## src/rtl/serial_subtractor_pkg.sv

```systemverilog
// Shared definitions for the bit-serial subtractor: FSM state encoding and bit-counter sizing.
package serial_subtractor_pkg;

  typedef enum logic [1:0] {
    ST_IDLE  = 2'd0,
    ST_SHIFT = 2'd1,
    ST_DONE  = 2'd2
  } state_e;

  // Smallest r with 2**r >= value; sizes the bit counter so it can address bits 0..WIDTH-1.
  function automatic int clog2(input int value);
    int result;
    result = 0;
    while ((1 << result) < value) result++;
    return result;
  endfunction

endpackage

```

## src/rtl/full_subtractor.sv

```systemverilog
// One-bit full subtractor: diff = a - b - bin, with borrow-out; the only arithmetic in the serial subtractor.
module full_subtractor (
  input  logic a_i,
  input  logic b_i,
  input  logic bin_i,
  output logic diff_o,
  output logic bout_o
);

  assign diff_o = a_i ^ b_i ^ bin_i;
  assign bout_o = (~a_i & b_i) | (~(a_i ^ b_i) & bin_i);

endmodule

```

## src/rtl/serial_subtractor.sv

```systemverilog
// Bit-serial WIDTH-bit subtractor (diff = a - b - initial_borrow), one bit per clock, LSB first.
// Optional signed-overflow output is built when SUB_OVERFLOW_EN is defined.
module serial_subtractor
  import serial_subtractor_pkg::*;
#(
  parameter int WIDTH = 4
) (
  input  logic             clk_i,
  input  logic             rst_i,
  input  logic             start_i,
  input  logic [WIDTH-1:0] a_i,
  input  logic [WIDTH-1:0] b_i,
  input  logic             initial_borrow_i,
  output logic             busy_o,
  output logic             done_o,
  output logic [WIDTH-1:0] diff_o,
  output logic             borrow_o
`ifdef SUB_OVERFLOW_EN
  ,
  output logic             overflow_o
`endif
);

  localparam int CNT_W = clog2(WIDTH);
  localparam logic [CNT_W-1:0] LAST_BIT = CNT_W'(WIDTH - 1);

  state_e           state_q, state_d;
  logic [CNT_W-1:0] cnt_q;
  logic [WIDTH-1:0] opA_q, opB_q;
  logic [WIDTH-1:0] shadow_q, shadow_d;
  logic             borrowFlop_q;
  logic [WIDTH-1:0] diff_q;
  logic             borrow_q;
  logic             fsDiff, fsBout;
  logic             lastBit;

  // Operands shift right each SHIFT cycle, so bit 0 is always the bit currently being resolved.
  full_subtractor u_fullSub (
    .a_i    (opA_q[0]),
    .b_i    (opB_q[0]),
    .bin_i  (borrowFlop_q),
    .diff_o (fsDiff),
    .bout_o (fsBout)
  );

  assign shadow_d = {fsDiff, shadow_q[WIDTH-1:1]};
  assign lastBit  = (cnt_q == LAST_BIT);

  always_ff @(posedge clk_i or posedge rst_i) begin
    if (rst_i) begin
      state_q <= ST_IDLE;
    end else begin
      state_q <= state_d;
    end
  end

  always_comb begin
    state_d = state_q;
    case (state_q)
      ST_IDLE:  if (start_i) state_d = ST_SHIFT;
      ST_SHIFT: if (lastBit) state_d = ST_DONE;
      ST_DONE:  state_d = ST_IDLE;
      default:  state_d = ST_IDLE;
    endcase
  end

  always_comb begin
    busy_o = 1'b0;
    done_o = 1'b0;
    case (state_q)
      ST_SHIFT: busy_o = 1'b1;
      ST_DONE: begin
        busy_o = 1'b1;
        done_o = 1'b1;
      end
      default: ;
    endcase
  end

  // Results are loaded only on the final SHIFT edge, so diff/borrow never expose partial values.
  always_ff @(posedge clk_i or posedge rst_i) begin
    if (rst_i) begin
      cnt_q        <= '0;
      opA_q        <= '0;
      opB_q        <= '0;
      shadow_q     <= '0;
      borrowFlop_q <= 1'b0;
      diff_q       <= '0;
      borrow_q     <= 1'b0;
    end else begin
      case (state_q)
        ST_IDLE: begin
          if (start_i) begin
            opA_q        <= a_i;
            opB_q        <= b_i;
            borrowFlop_q <= initial_borrow_i;
            cnt_q        <= '0;
            shadow_q     <= '0;
          end
        end
        ST_SHIFT: begin
          opA_q        <= opA_q >> 1;
          opB_q        <= opB_q >> 1;
          shadow_q     <= shadow_d;
          borrowFlop_q <= fsBout;
          cnt_q        <= cnt_q + CNT_W'(1);
          if (lastBit) begin
            diff_q   <= shadow_d;
            borrow_q <= fsBout;
          end
        end
        default: ;
      endcase
    end
  end

  assign diff_o   = diff_q;
  assign borrow_o = borrow_q;

`ifdef SUB_OVERFLOW_EN
  logic overflow_q;

  // On the last bit, borrowFlop_q still holds the borrow into the MSB.
  always_ff @(posedge clk_i or posedge rst_i) begin
    if (rst_i) begin
      overflow_q <= 1'b0;
    end else if (state_q == ST_SHIFT && lastBit) begin
      overflow_q <= borrowFlop_q ^ fsBout;
    end
  end

  assign overflow_o = overflow_q;
`endif

endmodule

```

## config.mk

```make
export PLATFORM = sky130hd
export DESIGN_NAME = serial_subtractor
export DESIGN_NICKNAME = d
export VERILOG_FILES = /design/src/rtl/serial_subtractor_pkg.sv /design/src/rtl/full_subtractor.sv /design/src/rtl/serial_subtractor.sv
export SDC_FILE = /design/constraint.sdc
export NUM_CORES = 1
export LEC_CHECK = 0
export CORE_UTILIZATION = 45
export CTS_BUF_LIST = sky130_fd_sc_hd__clkbuf_8
export DETAILED_ROUTE_END_ITERATION = 8
export GPL_TIMING_DRIVEN = 0
export HOLD_SLACK_MARGIN = 0.08
export PLACE_DENSITY_LB_ADDON = 0.05
export SLEW_MARGIN = 20
export SYNTH_ARGS = -nofsm -noshare
export SYNTH_HDL_FRONTEND = slang
export SYNTH_SLANG_ARGS = --single-unit
```

## constraint.sdc

```tcl
create_clock -name clk_i -period 1.49 [get_ports clk_i]
set_input_delay 0.149 -clock clk_i [delete_from_list [all_inputs] [get_ports clk_i]]
set_output_delay 0.149 -clock clk_i [all_outputs]
set_load 0.1 [all_outputs]
```

Figure 1. Sequential cells coloured by netlist name.
Scale bar: 20 µm.
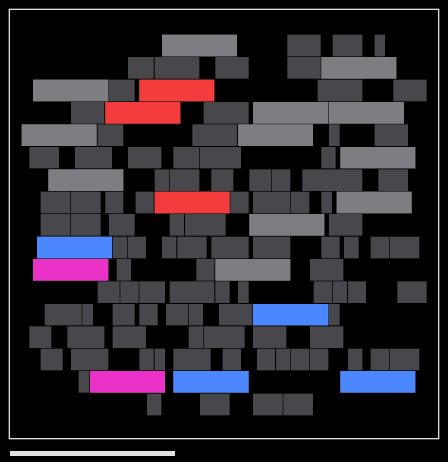
legend:
  opB_q:
    colour: blue
    placed_flops: 4
  shadow_q:
    colour: red
    placed_flops: 3
  state_q:
    colour: magenta
    placed_flops: 2
not coloured: 12
area used by sequential logic in the layout: 525.5 µm²
utilization of the core after routing: 0.6223
sequential fraction of total cell area: 0.3710

Figure 2. Pin map.
Pins as bars across the die edge, other pins in grey.
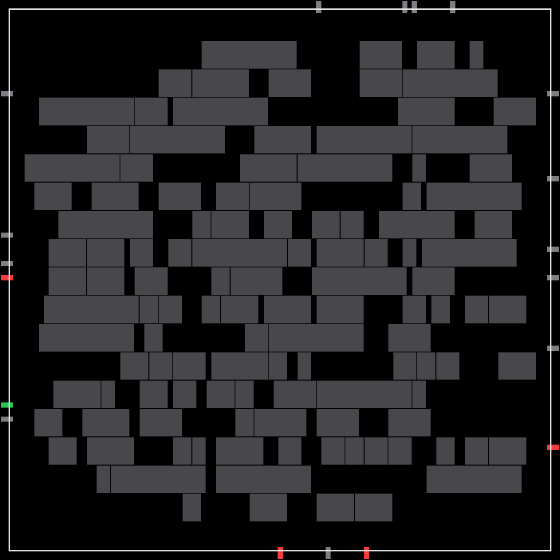
legend:
  b_i:
    colour: red
    pins: 4
    direction: input
    edge: 2 bottom, 1 right, 1 left
  busy_o:
    colour: green
    pins: 1
    direction: output
    edge: left
all pins by edge: 6 right, 6 left, 4 top, 3 bottom
Die Y-Extent: 51.91 µm
Die Span X: 51.91 µm
count of input and output buffers: 18

==> run notes <==
Setup repair after global routing left no endpoint under its margin. The antenna diode instance count is 0, and the setup total negative slack is 0 ps. The H-tree level count is 1, and the fraction of area in non-clock buffers is 0.1793. With the share of the clock period used by the worst path at 0.9551, the tally of non-filler cells in the final layout is 148. TritonCTS built the clock tree.

The share of flip-flops with an asynchronous set or reset came out at 1.000. The arrival time at the worst endpoint is 1570 ps. For this design, the slowest cell found on the critical path is sky130_fd_sc_hd__dfrtp_1. Traced cell by cell, the critical path runs through ha_1 > buf_6 > buf_8 > nand2_4 > mux2_4. According to the I/O placement log, the pin count is 19. Worst slack after detailed placement: -470.4 ps.

The worst setup path is launched from a register. The clock transition at the registers of the reported paths works out to 80 ps. The most frequent cell after synthesis was sky130_fd_sc_hd__dfrtp_1.

Detailed placement finished with a half-perimeter wire length of 1491 µm. The run gives 2695 µm² as the chip area. Derived from the worst setup path, the maximum achievable clock frequency is 702.7 MHz.

Entering global routing, the biggest net connects 22 pins. The class occupying the most area after layout is reported as multi-input combinational cells. The logs give 28 for the number of well taps and 0 for the tally of nets with antenna violations remaining after routing.

In the per-layer summary, the met1 wirelength comes to 1084 µm. The flow ran to the end, and the final reports show no timing, DRC or antenna violations. The synthesized design contains 21 register bits. Launch point of the worst reg-to-reg path: state_q[0].

The global-route congestion overflow total came out at 0. With the netlist area before placement at 1121 µm², the post-detailed-route DRC marker count is 0. The run gives 96 for the yosys stat cell total. Per the CTS log, the buffer count on the longest clock path is 2. The share of the final layout cell area in multi-input gates works out to 0.3719. The setup skew after layout is 2.164 ps.

For the final hold slack, the log shows 335.4 ps. met2 is the most crowded layer. The instance area at placement came out at 1336 µm².

The worst setup path is captured at a register. The cell type that accounts for the most area after synthesis is sky130_fd_sc_hd__dfrtp_1.

The worst setup path is of the reg2reg kind. With the top-area cell type share of the netlist area at 0.4688, the buffer and inverter count on the worst path is 2. Of all nets on the critical path, the largest fanout is 9. The tools report the worst max-slew margin expressed relative to the limit as 0.4770. The minimum period implied by the final worst setup slack works out to 1423 ps. Looking at the max-slew report, the worst-margin pin has a slew of 783.7 ps.

The buffer count excluding the clock tree in the final layout is 26. The layout has 3 clock buffers. The tree is rooted in a sky130_fd_sc_hd__clkbuf_8. The first-pass GRT wire length is 3698 µm. The run gives 142 as the cell total after placement. The proportion of layout cells with a drive suffix above 1 works out to 0.2833. Yosys reports a chip area of 1121 µm². The final weighted congestion recorded by global placement is 0.7683.
Figure 3. Logic cells by family.
Scale bar: 20 µm.
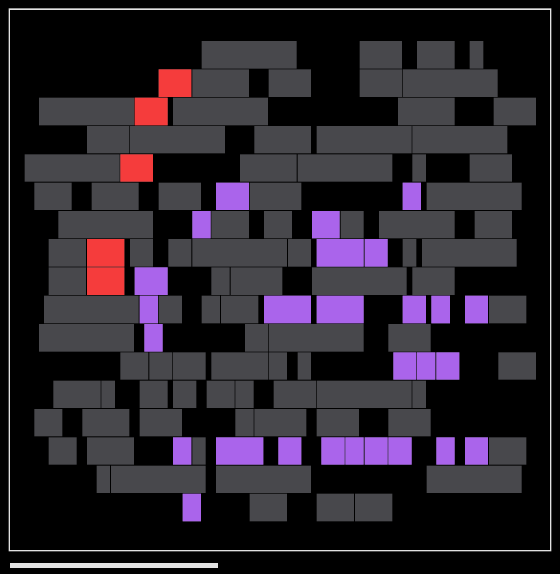
legend:
  inverting AOI/OAI gates:
    colour: purple
    cells: 27
    most_used: o22ai_1
  AND-OR and OR-AND gates:
    colour: red
    cells: 5
    most_used: a22o_1

==> cell families after synthesis <==
| group | after synthesis | synth area share |
|---|---|---|
| adders and majority gates | 5 | 0.06250 |
| muxes | 10 | 0.1127 |
| AOI/OAI and AO/OA | 32 | 0.2087 |
| DFF | 21 | 0.4687 |
| and+or+nand+nor | 15 | 0.07925 |
| buffers and inverters | 13 | 0.06808 |
==> cell usage in the layout (no fill, tap or decap), types with 2 or more instances in the layout <==
master | netlist | routed
sky130_fd_sc_hd__buf_4 | 2 | 5
sky130_fd_sc_hd__nand2b_1 | 3 | 3
sky130_fd_sc_hd__a22o_1 | 3 | 3
sky130_fd_sc_hd__nor3_1 | 4 | 3
sky130_fd_sc_hd__buf_6 | 2 | 2
sky130_fd_sc_hd__a21oi_1 | 8 | 8
sky130_fd_sc_hd__nor2b_1 | 3 | 2
sky130_fd_sc_hd__clkdlybuf4s15_2 | 0 | 5
sky130_fd_sc_hd__mux2_4 | 4 | 4
sky130_fd_sc_hd__mux2_1 | 4 | 4
sky130_fd_sc_hd__inv_1 | 6 | 6
sky130_fd_sc_hd__clkbuf_8 | 0 | 3
sky130_fd_sc_hd__o21ai_1 | 2 | 2
sky130_fd_sc_hd__nand2_1 | 2 | 2
sky130_fd_sc_hd__dfrtp_1 | 21 | 21
sky130_fd_sc_hd__o22ai_1 | 10 | 10
sky130_fd_sc_hd__clkdlybuf4s50_1 | 0 | 11
sky130_fd_sc_hd__ha_1 | 4 | 4
sky130_fd_sc_hd__a32o_1 | 2 | 2
sky130_fd_sc_hd__a211oi_2 | 3 | 3
